==> config.mk <==
export PLATFORM = sky130hd
export DESIGN_NAME = id_ex_decoder
export DESIGN_NICKNAME = d
export VERILOG_FILES = /design/src/rtl/id_ex_decoder.sv
export SDC_FILE = /design/constraint.sdc
export NUM_CORES = 1
export LEC_CHECK = 0
export ABC_CLOCK_PERIOD_IN_PS = 2800
export CAP_MARGIN = 40
export CORE_ASPECT_RATIO = 1.25
export CORE_UTILIZATION = 40
export CTS_CLUSTER_DIAMETER = 120
export CTS_CLUSTER_SIZE = 8
export DETAILED_ROUTE_END_ITERATION = 8
export GPL_TIMING_DRIVEN = 1
export HOLD_SLACK_MARGIN = 0.02
export MAX_ROUTING_LAYER = met4
export PLACE_DENSITY = 0.89
export SKIP_CTS_REPAIR_TIMING = 1
export SLEW_MARGIN = 10
export SYNTH_ARGS = -nofsm -noshare
export SYNTH_HDL_FRONTEND = slang
export SYNTH_SLANG_ARGS = --single-unit
==> constraint.sdc <==
create_clock -name i_clock -period 2.8 [get_ports i_clock]
set_input_delay 0.84 -clock i_clock [delete_from_list [all_inputs] [get_ports i_clock]]
set_output_delay 0.84 -clock i_clock [all_outputs]
set_load 0.03 [all_outputs]
==> src/rtl/id_ex_decoder.sv <==
// rtl/id_ex_decoder.sv - ID/EX stage: one-cycle instruction decode register with load-use stall and bubbles
module id_ex_decoder #(
  parameter int NB_REG    = 32,
  parameter int NB_OPCODE = 6,
  parameter int NB_FCODE  = 6,
  parameter int NB_ADDR   = 5
) (
  input  logic                 i_clock,
  input  logic                 i_reset,
  input  logic [NB_REG-1:0]    i_instr,
  input  logic                 i_valid,
  input  logic                 i_stall,
  input  logic                 i_flush,
  output logic                 o_ready,
  output logic [NB_OPCODE-1:0] o_ALU_op,
  output logic [NB_FCODE-1:0]  o_funct_code,
  output logic [NB_ADDR-1:0]   o_rs,
  output logic [NB_ADDR-1:0]   o_rt,
  output logic [NB_ADDR-1:0]   o_rd,
  output logic [NB_ADDR-1:0]   o_shamt,
  output logic [NB_REG-1:0]    o_imm,
  output logic                 o_valid,
  output logic                 o_reg_write,
  output logic                 o_mem_read,
  output logic                 o_mem_write,
  output logic                 o_illegal
);

  logic [NB_OPCODE-1:0] op;
  logic [NB_FCODE-1:0]  funct;
  logic [NB_ADDR-1:0]   rs_f, rt_f, rd_f, sh_f;

  assign op    = i_instr[NB_REG-1 -: NB_OPCODE];
  assign funct = i_instr[NB_FCODE-1:0];
  assign rs_f  = i_instr[21 +: NB_ADDR];
  assign rt_f  = i_instr[16 +: NB_ADDR];
  assign rd_f  = i_instr[11 +: NB_ADDR];
  assign sh_f  = i_instr[6 +: NB_ADDR];

  logic                 legal;
  logic                 dec_rw, dec_mr, dec_mw, zext;
  logic [NB_ADDR-1:0]   dec_rd;
  logic [NB_REG-1:0]    dec_imm;

  always_comb begin
    legal  = 1'b0;
    dec_rw = 1'b0;
    dec_mr = 1'b0;
    dec_mw = 1'b0;
    zext   = 1'b0;
    dec_rd = rt_f;
    case (op)
      6'h00: begin
        dec_rd = rd_f;
        case (funct)
          6'h00, 6'h02, 6'h03, 6'h04, 6'h06, 6'h07, 6'h09,
          6'h20, 6'h21, 6'h22, 6'h23, 6'h24, 6'h25, 6'h26, 6'h27,
          6'h2A: begin
            legal  = 1'b1;
            dec_rw = 1'b1;
          end
          default: legal = 1'b0;
        endcase
      end
      6'h02, 6'h04, 6'h05: legal = 1'b1;
      6'h03: begin
        legal  = 1'b1;
        dec_rw = 1'b1;
        dec_rd = '1;
      end
      6'h08, 6'h0A, 6'h0F: begin
        legal  = 1'b1;
        dec_rw = 1'b1;
      end
      6'h0C, 6'h0D, 6'h0E: begin
        legal  = 1'b1;
        dec_rw = 1'b1;
        zext   = 1'b1;
      end
      6'h20, 6'h21, 6'h22, 6'h23, 6'h24, 6'h25: begin
        legal  = 1'b1;
        dec_rw = 1'b1;
        dec_mr = 1'b1;
      end
      6'h28, 6'h29, 6'h2B: begin
        legal  = 1'b1;
        dec_mw = 1'b1;
      end
      default: legal = 1'b0;
    endcase
    // Register 0 is hardwired; a write to it is never requested downstream.
    if (dec_rd == '0) dec_rw = 1'b0;
    dec_imm = zext ? {{(NB_REG-16){1'b0}}, i_instr[15:0]}
                   : {{(NB_REG-16){i_instr[15]}}, i_instr[15:0]};
  end

  logic hazard, accept, bubble;

  // Load-use: the held load's destination is a source of the incoming word.
  assign hazard = o_valid && o_mem_read && (o_rt != '0) &&
                  ((o_rt == rs_f) || (o_rt == rt_f));
  assign o_ready = !i_stall && !hazard;
  assign accept  = i_valid && o_ready;
  assign bubble  = !i_reset || i_flush || (!i_stall && !(accept && legal));

  always_ff @(posedge i_clock) begin
    if (bubble) begin
      o_valid      <= 1'b0;
      o_ALU_op     <= '0;
      o_funct_code <= '0;
      o_rs         <= '0;
      o_rt         <= '0;
      o_rd         <= '0;
      o_shamt      <= '0;
      o_imm        <= '0;
      o_reg_write  <= 1'b0;
      o_mem_read   <= 1'b0;
      o_mem_write  <= 1'b0;
      o_illegal    <= i_reset && !i_flush && accept;
    end else if (!i_stall) begin
      o_valid      <= 1'b1;
      o_ALU_op     <= op;
      o_funct_code <= funct;
      o_rs         <= rs_f;
      o_rt         <= rt_f;
      o_rd         <= dec_rd;
      o_shamt      <= sh_f;
      o_imm        <= dec_imm;
      o_reg_write  <= dec_rw;
      o_mem_read   <= dec_mr;
      o_mem_write  <= dec_mw;
      o_illegal    <= 1'b0;
    end
  end

endmodule

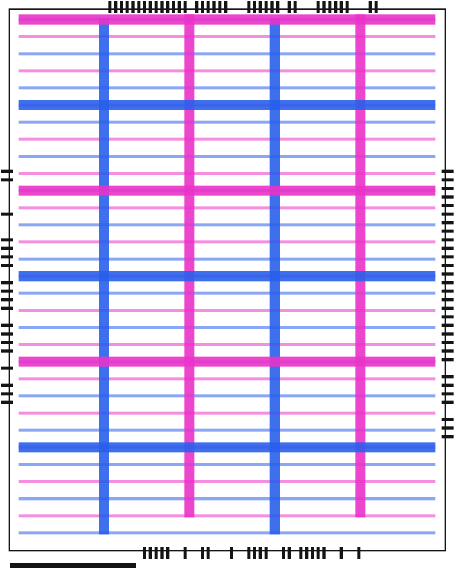
**Above:** floorplan with the power grid.
Scale bar: 20 um. Pins as bars on the die edge.
| color | net |
|---|---|
| blue | VSS |
| magenta | VDD |
met5 straps: 6
rows: 30
vertical die size: 85.8 um
largest vdd supply drop: 286 uV

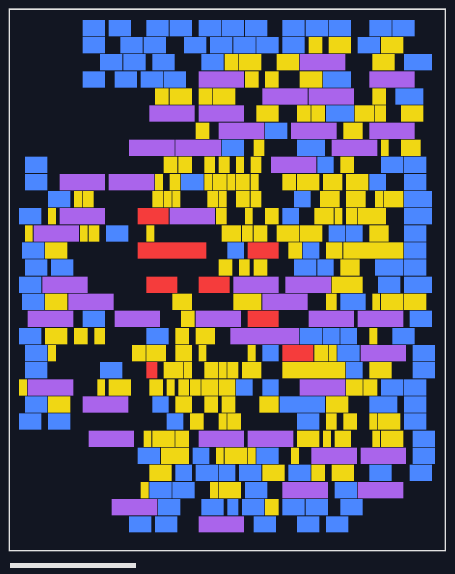
**Above:** cell classes on the final placement.
Scale bar: 20 um.
| color | class | cells |
|---|---|---|
| red | clock drivers and dummy loads | 8 |
| yellow | all other logic | 159 |
| blue | other buffers and delay cells | 127 |
| purple | flip-flops | 43 |
number of rows in the core area: 30
final non-filler cell area: 0.00343 mm^2
core region area: 0.00541 mm^2
final design utilization: 63.5%

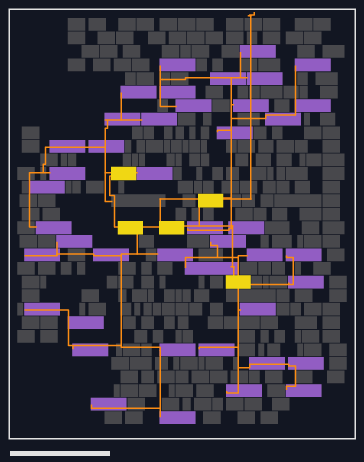
**Above:** clock wires, drivers and flops.
Scale bar: 20 um.
[yellow] cells driving clock nets | count: 5
[orange] clock wires | length: 504 um
[purple] flip-flops | count: 43
flops lie: widely spread
Layout Skew: 0.0115 ns
share of total power in the clock network: 34.1%
power in the clock group: 494 uW
Skew-Pair Late Insertion Delay: 0.29 ns

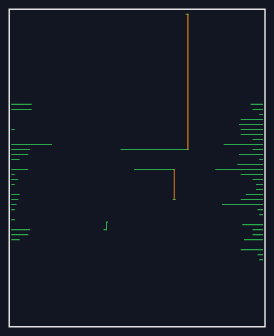
**Above:** routed metal, one color a layer.
Only two layers are drawn.
| color | layer | wire length |
|---|---|---|
| green | met3 | 219 um |
| orange | met4 | 44.9 um |
global-route total usage across every layer: 18.0%
post-DR wirelength/cell: 13.2 um

==> summary.txt <==
Here are the numbers from the latest Yosys + OpenROAD run.

The tightest min-delay check is of the register to register type. Data arrives at the worst endpoint at roughly 1.9 ns. The post-layout period usage of the worst path is a little under 100%. The number of distinct library cells after synthesis is 38. The worst-case max-slew headroom was logged as 50.5%. The worst setup path is of the input port to primary output kind. The OpenROAD report gives the critical path a required time of 1.96 ns. By area the synthesized netlist is led by sky130_fd_sc_hd__dfxtp_1 (37%), sky130_fd_sc_hd__mux2i_1 (14%), sky130_fd_sc_hd__buf_4 (8.7%). The count of H-tree levels built during CTS came out at 2. The final max-slew violation count recorded for this run is 0. TritonCTS built the clock tree. Detailed routing inserted a total of 1923 vias. The clock distribution area overhead in the final layout is roughly 3.4%. The area of combinational cells with multiple inputs is 0.00110 mm^2. The depth of the worst register-to-register path came out at 9. The run finished with clean final reports. After synthesis, the chip area reported by Yosys is 0.00225 mm^2. The report lists the cells along the critical path as dlymetal6s2s_1 > xnor2_1 > nand3_1 > o22ai_2 > o2111ai_4 > nor2b_4 > buf_6. The internal portion of the total power is 1.07 mW.

The via count of the first global-routing pass came to 1810. The fraction of area in non-clock buffers came out at 36.5%. The number of signal-net inverters in the final layout is 2. The power density over the cells came out at 422 mW/mm^2. The number of enable-type register cells in the synthesized netlist came out at 1. Across all hold checks on the routed design, the worst slack comes to 0.495 ns. The post-layout minimum cycle time is 2.71 ns. The share of synthesized area in the top cell type comes to 37.4%. The post-synthesis cell area came out at roughly 0.0022 mm^2. Per the OpenROAD timing report, the critical path contains 7 cells. The setup total negative slack came out at 0 ns. After synthesis, the most frequently instantiated cells are sky130_fd_sc_hd__dfxtp_1 (42), sky130_fd_sc_hd__mux2i_1 (32), sky130_fd_sc_hd__nor2_1 (30).

The largest fanout of any net on the critical path is 2. The final antenna-violating net count is 0. The final RePlAce weighted congestion came out at around 0.89. In this run, the combinational gates consume between 20% and 30% of the power. In this run the critical register-to-register path is launched from o_rt[3]$_SDFFE_PP0N_. Leaving out fill and tap cells, the most frequent cells in the layout are sky130_fd_sc_hd__clkdlybuf4s50_1 (94), sky130_fd_sc_hd__dfxtp_1 (42), sky130_fd_sc_hd__mux2i_1 (32). 0 antenna diodes ended up in the layout. The analysis attributes to cell leakage a power of ~1.4 nW. Registers represent a cell area share of between 20% and 30%. The post-synthesis instance total is ~240.
-- layer usage --
metal	share of wire, %	wire, um	global-route usage, %	vias up
met2	53	2800	32.0	56
li1	-	-	-	985
met5	0	0	-	-
met4	0.83	44	4.45	0
met3	4.1	218	2.94	4
met1	42	2240	21.2	878
-- state kept, by name, indices dropped and copies added (netlist names) --
signal,count
o_shamt,4
o_illegal,1
o_ALU_op,6
o_mem_write,1
o_rd,5
o_valid,1
o_rt,5
o_funct_code,5
o_imm,8
o_mem_read,1
o_reg_write,1
o_rs,5
-- cell families (layout without fill, tap and decap cells) --
family / after synthesis / count (layout) / share of synthesized area [%]
compound gates: 29 / 29 / 9.85
xor+xnor: 10 / 10 / 3.90
mux: 32 / 32 / 14.2
flops: 43 / 43 / 38.7
buf+inv: 40 / 137 / 12.7
simple gates: 86 / 86 / 20.5
Power and IR drop assume default switching activity.
